The metal 1 layer:
Scale bar: 20 um. Supply wires on this layer in gray.
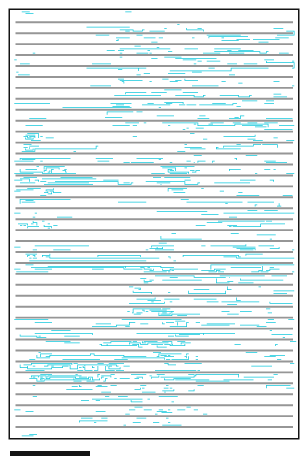
Met2 routing:
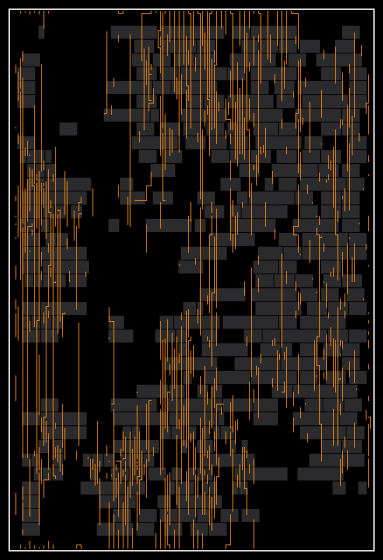
M3 wires:
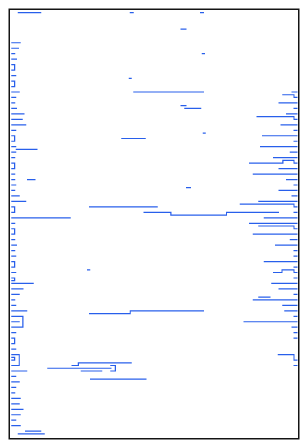
Met4 routing:
Supply wires on this layer in gray.
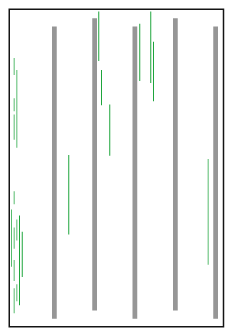
Routing congestion map:
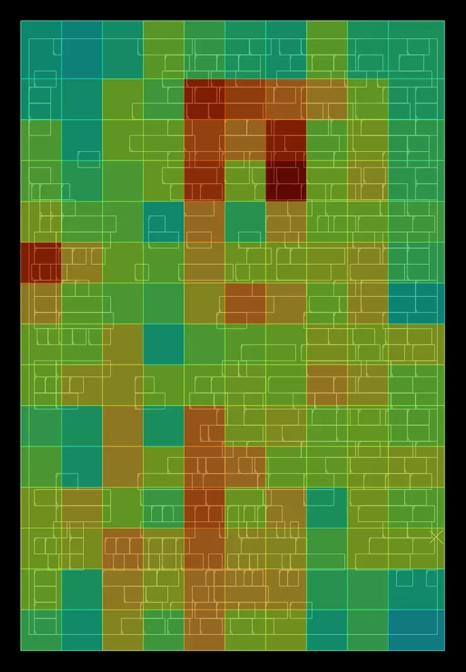
[config.mk]
export PLATFORM = sky130hd
export DESIGN_NAME = axil_ram_ctrl
export DESIGN_NICKNAME = d
export VERILOG_FILES = /design/src/rtl/axil_ram_ctrl.sv
export SDC_FILE = /design/constraint.sdc
export NUM_CORES = 1
export LEC_CHECK = 0
export CORE_ASPECT_RATIO = 1.5
export CORE_UTILIZATION = 38
export DETAILED_ROUTE_END_ITERATION = 6
export PLACE_DENSITY = 0.85
export SLEW_MARGIN = 40
export SYNTH_ARGS = -nofsm -noshare
export SYNTH_HDL_FRONTEND = slang
export SYNTH_SLANG_ARGS = --single-unit
[constraint.sdc]
create_clock -name clk -period 4.9 [get_ports clk]
set_input_delay 0.98 -clock clk [delete_from_list [all_inputs] [get_ports clk]]
set_output_delay 0.98 -clock clk [all_outputs]
set_load 0.05 [all_outputs]
[src/rtl/axil_ram_ctrl.sv]
// axil_ram_ctrl
// AXI4-Lite slave front-end driving one port of a byte-enable RAM whose read
// data is registered (valid the cycle after ramEn, held while ramEn is low).
// Each accepted transaction becomes exactly one single-cycle RAM access.
// When writes and reads are both pending, the grant alternates between them.
//
// Ports
//   clk, rstN                         clock, async active-low reset
//   awAddr/awValid/awReady            write address channel
//   wData/wStrb/wValid/wReady         write data channel (accepted together with AW)
//   bResp/bValid/bReady               write response channel
//   arAddr/arValid/arReady            read address channel
//   rData/rResp/rValid/rReady         read data channel (rData muxes ramRead)
//   ramAddr/ramWrite/ramStrb/ramEn    RAM port command
//   ramRead                           RAM port registered read data
//
// Optional build macro AXIL_RAM_RANGE_CHECK_EN: word addresses >= DEPTH_WORDS
// suppress the RAM access and answer SLVERR (reads return zero data). Without
// it, addresses alias modulo 2^RAM_ADDR_W and every response is OKAY.
module axil_ram_ctrl #(
  parameter int unsigned ADDR_W      = 12,
  parameter int unsigned DATA_W      = 32,
  parameter int unsigned RAM_ADDR_W  = ADDR_W - $clog2(DATA_W / 8),
  parameter int unsigned DEPTH_WORDS = 1 << RAM_ADDR_W
) (
  input  logic                    clk,
  input  logic                    rstN,
  input  logic [ADDR_W-1:0]       awAddr,
  input  logic                    awValid,
  output logic                    awReady,
  input  logic [DATA_W-1:0]       wData,
  input  logic [DATA_W/8-1:0]     wStrb,
  input  logic                    wValid,
  output logic                    wReady,
  output logic [1:0]              bResp,
  output logic                    bValid,
  input  logic                    bReady,
  input  logic [ADDR_W-1:0]       arAddr,
  input  logic                    arValid,
  output logic                    arReady,
  output logic [DATA_W-1:0]       rData,
  output logic [1:0]              rResp,
  output logic                    rValid,
  input  logic                    rReady,
  output logic [RAM_ADDR_W-1:0]   ramAddr,
  output logic [DATA_W-1:0]       ramWrite,
  output logic [DATA_W/8-1:0]     ramStrb,
  output logic                    ramEn,
  input  logic [DATA_W-1:0]       ramRead
);

  localparam int unsigned STRB_W  = DATA_W / 8;
  localparam int unsigned BYTE_SH = $clog2(STRB_W);
  localparam logic [1:0]  OKAY    = 2'b00;
  localparam logic [1:0]  SLVERR  = 2'b10;

  if ((DATA_W % 8) != 0 || DATA_W < 8) begin : g_bad_data_w
    $error("axil_ram_ctrl: DATA_W must be a multiple of 8 and at least 8");
  end
  if (64'(DEPTH_WORDS) > (64'd1 << RAM_ADDR_W)) begin : g_bad_depth
    $error("axil_ram_ctrl: DEPTH_WORDS exceeds the RAM address space");
  end

  typedef enum logic [2:0] {IDLE, WR_ACC, WR_RESP, RD_ACC, RD_RESP} state_t;

  state_t                  state, stateD;
  logic                    awReadyD, wReadyD, arReadyD, bValidD, rValidD;
  logic [1:0]              bRespD, rRespD;
  logic [RAM_ADDR_W-1:0]   ramAddrD;
  logic [DATA_W-1:0]       ramWriteD;
  logic [STRB_W-1:0]       ramStrbD, strbQ, strbQD;
  logic                    ramEnD;
  logic                    lastRead, lastReadD;
  logic                    oorQ, oorQD;
  logic                    wrOor, rdOor;

`ifdef AXIL_RAM_RANGE_CHECK_EN
  assign wrOor = 32'(awAddr >> BYTE_SH) >= DEPTH_WORDS;
  assign rdOor = 32'(arAddr >> BYTE_SH) >= DEPTH_WORDS;
  assign rData = oorQ ? '0 : ramRead;
`else
  assign wrOor = 1'b0;
  assign rdOor = 1'b0;
  assign rData = ramRead;
`endif

  always_ff @(posedge clk or negedge rstN) begin
    if (!rstN) begin
      state    <= IDLE;
      awReady  <= 1'b0;
      wReady   <= 1'b0;
      arReady  <= 1'b0;
      bValid   <= 1'b0;
      bResp    <= '0;
      rValid   <= 1'b0;
      rResp    <= '0;
      ramAddr  <= '0;
      ramWrite <= '0;
      ramStrb  <= '0;
      ramEn    <= 1'b0;
      strbQ    <= '0;
      oorQ     <= 1'b0;
      lastRead <= 1'b1;
    end else begin
      state    <= stateD;
      awReady  <= awReadyD;
      wReady   <= wReadyD;
      arReady  <= arReadyD;
      bValid   <= bValidD;
      bResp    <= bRespD;
      rValid   <= rValidD;
      rResp    <= rRespD;
      ramAddr  <= ramAddrD;
      ramWrite <= ramWriteD;
      ramStrb  <= ramStrbD;
      ramEn    <= ramEnD;
      strbQ    <= strbQD;
      oorQ     <= oorQD;
      lastRead <= lastReadD;
    end
  end

  // All outputs are registered, so a grant is decided one cycle early: IDLE
  // raises the ready(s) and latches the request; the following IDLE cycle,
  // with ready still high, is the handshake and issues the RAM access.
  always_comb begin
    stateD    = state;
    awReadyD  = awReady;
    wReadyD   = wReady;
    arReadyD  = arReady;
    bValidD   = bValid;
    bRespD    = bResp;
    rValidD   = rValid;
    rRespD    = rResp;
    ramAddrD  = ramAddr;
    ramWriteD = ramWrite;
    ramStrbD  = '0;
    ramEnD    = 1'b0;
    strbQD    = strbQ;
    oorQD     = oorQ;
    lastReadD = lastRead;
    unique case (state)
      IDLE: begin
        if (awReady) begin
          awReadyD = 1'b0;
          wReadyD  = 1'b0;
          ramEnD   = ~oorQ;
          ramStrbD = oorQ ? '0 : strbQ;
          stateD   = WR_ACC;
        end else if (arReady) begin
          arReadyD = 1'b0;
          ramEnD   = ~oorQ;
          stateD   = RD_ACC;
        end else if (awValid && wValid && (!arValid || lastRead)) begin
          awReadyD  = 1'b1;
          wReadyD   = 1'b1;
          ramAddrD  = RAM_ADDR_W'(awAddr >> BYTE_SH);
          ramWriteD = wData;
          strbQD    = wStrb;
          oorQD     = wrOor;
        end else if (arValid) begin
          arReadyD = 1'b1;
          ramAddrD = RAM_ADDR_W'(arAddr >> BYTE_SH);
          oorQD    = rdOor;
        end
      end
      WR_ACC: begin
        bValidD   = 1'b1;
        bRespD    = oorQ ? SLVERR : OKAY;
        lastReadD = 1'b0;
        stateD    = WR_RESP;
      end
      WR_RESP: begin
        if (bReady) begin
          bValidD = 1'b0;
          bRespD  = OKAY;
          stateD  = IDLE;
        end
      end
      RD_ACC: begin
        rValidD   = 1'b1;
        rRespD    = oorQ ? SLVERR : OKAY;
        lastReadD = 1'b1;
        stateD    = RD_RESP;
      end
      RD_RESP: begin
        if (rReady) begin
          rValidD = 1'b0;
          rRespD  = OKAY;
          stateD  = IDLE;
        end
      end
      default: stateD = IDLE;
    endcase
  end

endmodule
==> impl_table.tex <==
% Table of physical implementation metrics
\begin{tabular}{lr}
\hline
Metric & Value \\
\hline
\multicolumn{2}{l}{\textbf{Pwr}} \\
Leakage power total & roughly 0.0016 uW \\
\multicolumn{2}{l}{\textbf{Clock network}} \\
Quantity of gates resized following cts & 0 \\
Number of clock sinks & 60 \\
Number of post-CTS setup repair buffers & 0 \\
\multicolumn{2}{l}{\textbf{Worst setup path}} \\
Data arrival time at the worst-slack endpoint & around 3 ns \\
CP bufs+invs & 1 \\
Maximum fanout along the worst path & 37 \\
\multicolumn{2}{l}{\textbf{Synthesis}} \\
Number of enable flip-flop cells & 0 \\
Cell with the most instances after synthesis & dfrtp\_1 \\
Portion of synthesized cell area occupied by the leading cell type & 53.47\% \\
Total number of yosys warnings & 0 \\
Main area contributors after synthesis & dfrtp\_1 (53\%), mux2\_1 (12\%), buf\_4 (9.8\%) \\
\multicolumn{2}{l}{\textbf{Detailed routing}} \\
Post-DRT Antenna Nets & 0 \\
Drt first-iter violations & between 150 and 200 \\
Number of remaining DRC errors & 1 \\
\multicolumn{2}{l}{\textbf{Floorplan}} \\
Number of top-level design ports & between 150 and 200 \\
Floorplan Utilization & between 30\% and 40\% \\
Die boundary height & 106.4 um \\
Die span in x & 71.60 um \\
Area of the chip & 0.007619 mm2 \\
\multicolumn{2}{l}{\textbf{Final timing}} \\
Final Critical Period & $\sim$2.7 ns \\
Max Clock Skew & a little under 0.009 ns \\
Transition time at the pin with the least slew margin & between 0.8 and 0.9 ns \\
\multicolumn{2}{l}{\textbf{Placement}} \\
GP Congestion & 0.6940 \\
\multicolumn{2}{l}{\textbf{Min path}} \\
Min-Delay Startpoint & strbQ[3]\$\_DFFE\_PN0P\_ \\
\multicolumn{2}{l}{\textbf{Cells and area}} \\
Layout Area Growth over Synthesis & 40.96\% \\
\multicolumn{2}{l}{\textbf{Run}} \\
Number of max-capacitance violations reported & 0 \\
\multicolumn{2}{l}{\textbf{GRT}} \\
Antenna violations before repair & 0 \\
\multicolumn{2}{l}{\textbf{Run status}} \\
Outcome & finished with violations \\
Failing checks & DRC \\
\hline
\end{tabular}
## Picture notes: 'the metal 1 layer'
- wire length on this layer: 2300 um
- share of all routed wire: 36%
- nets with wire on the layer: 329
- longest straight run: 29.0 um
- main direction: horizontal

## Picture notes: 'met2 routing'
- share of all routed wire: 51%
- wire length on this layer: 3260 um
- longest straight run: 48.3 um
- nets with wire on the layer: 349

## Picture notes: 'M3 wires'
- nets with wire on the layer: 112
- longest straight run: 18.2 um
- wire length on this layer: 555 um
- main direction: horizontal
- share of all routed wire: 8.6%

## Picture notes: 'met4 routing'
- longest straight run: 35.4 um
- wire length on this layer: 315 um
- main direction: vertical

## Picture notes: 'routing congestion map'
met2 usage in global routing: 28.03%
final core utilization: 56.05%
met3 track demand over resource: 6.540%
Global Route Usage Sum: 17.05%

## cell type report
type                       count  area [um2]
fill                         564        3052
timing repair buffer         117        1171
sequential                    60        1503
multi-input combinational    121       885.9
clock inverter                 6       86.33
clock buffer                  10       137.6
tap                           78       97.59
inverter                       3       11.26
## per-layer routing
metal  wire (um)  GRT usage, %
met3         554         6.540
met1        2298         17.59
met4         314         11.76
met5           0             0
met2        3263         28.03
## cell usage in the layout, fill, tap and decap left out, types with 5 or more instances in the layout
cell / count
clkdlybuf4s50_1: 113
dfrtp_1: 59
mux2_1: 29
a31oi_1: 20
o21ai_0: 16
nand3_1: 10
clkbuf_8: 10
mux2_2: 7
nor2_1: 6
and3_1: 5
nand2_1: 5
## worst max-delay path by stage
| stage | to | slack [ns] | cells past startpoint |
|---|---|---|---|
| detailed placement | ramWrite[6]$_DFFE_PN0P_ | 1.49 | 4 |
| floorplan | rData[0] | 2.77 | 1 |
| CTS | ramWrite[6]$_DFFE_PN0P_ | 1.86 | 4 |
| finish | ramWrite[6]$_DFFE_PN0P_ | 2.16 | 4 |
| global route | ramWrite[23]$_DFFE_PN0P_ | 2.07 | 4 |
| global placement | ramWrite[1]$_DFFE_PN0P_ | 1.56 | 4 |
## flip-flops by register name, indices dropped and copies added (netlist names)
register / cells
ramEn: 1
bValid: 1
ramAddr: 10
ramStrb: 4
strbQ: 4
lastRead: 1
wReady: 1
awReady: 1
rValid: 1
arReady: 1
ramWrite: 32
state: 3
## cells by family after synthesis
group	share of synthesized area, %
flip-flops	54.42
AND/OR/NAND/NOR	6.888
other	0.1358
AND-OR/OR-AND	9.878
buffers and inverters	14.00
multiplexers	14.68
## metrics by stage
stage                     setup slack [ns]  cell area [um2]  utilization, %  cells  hold slack, ns
final                                2.163             3892           56.05    395          0.4809
after global routing                 2.066             3892           56.05    395          0.4971
after CTS                            1.857             3871           55.75    394          0.4873
after floorplan                      2.770             2773               -    236          0.4496
after global placement               1.558             3647           52.52    378          0.4628
after detailed placement             1.495             3647           52.52    378          0.4704
## power breakdown
part           switching [uW]  internal [uW]  leakage, uW  total (uW)
clock                     198            300     0.000113         498
combinational            1040            564     0.000794        1600
sequential                140            729     0.000725         869
total                    1370           1590      0.00163        2970
No activity file was given, so power comes from the tool's default toggle rates.
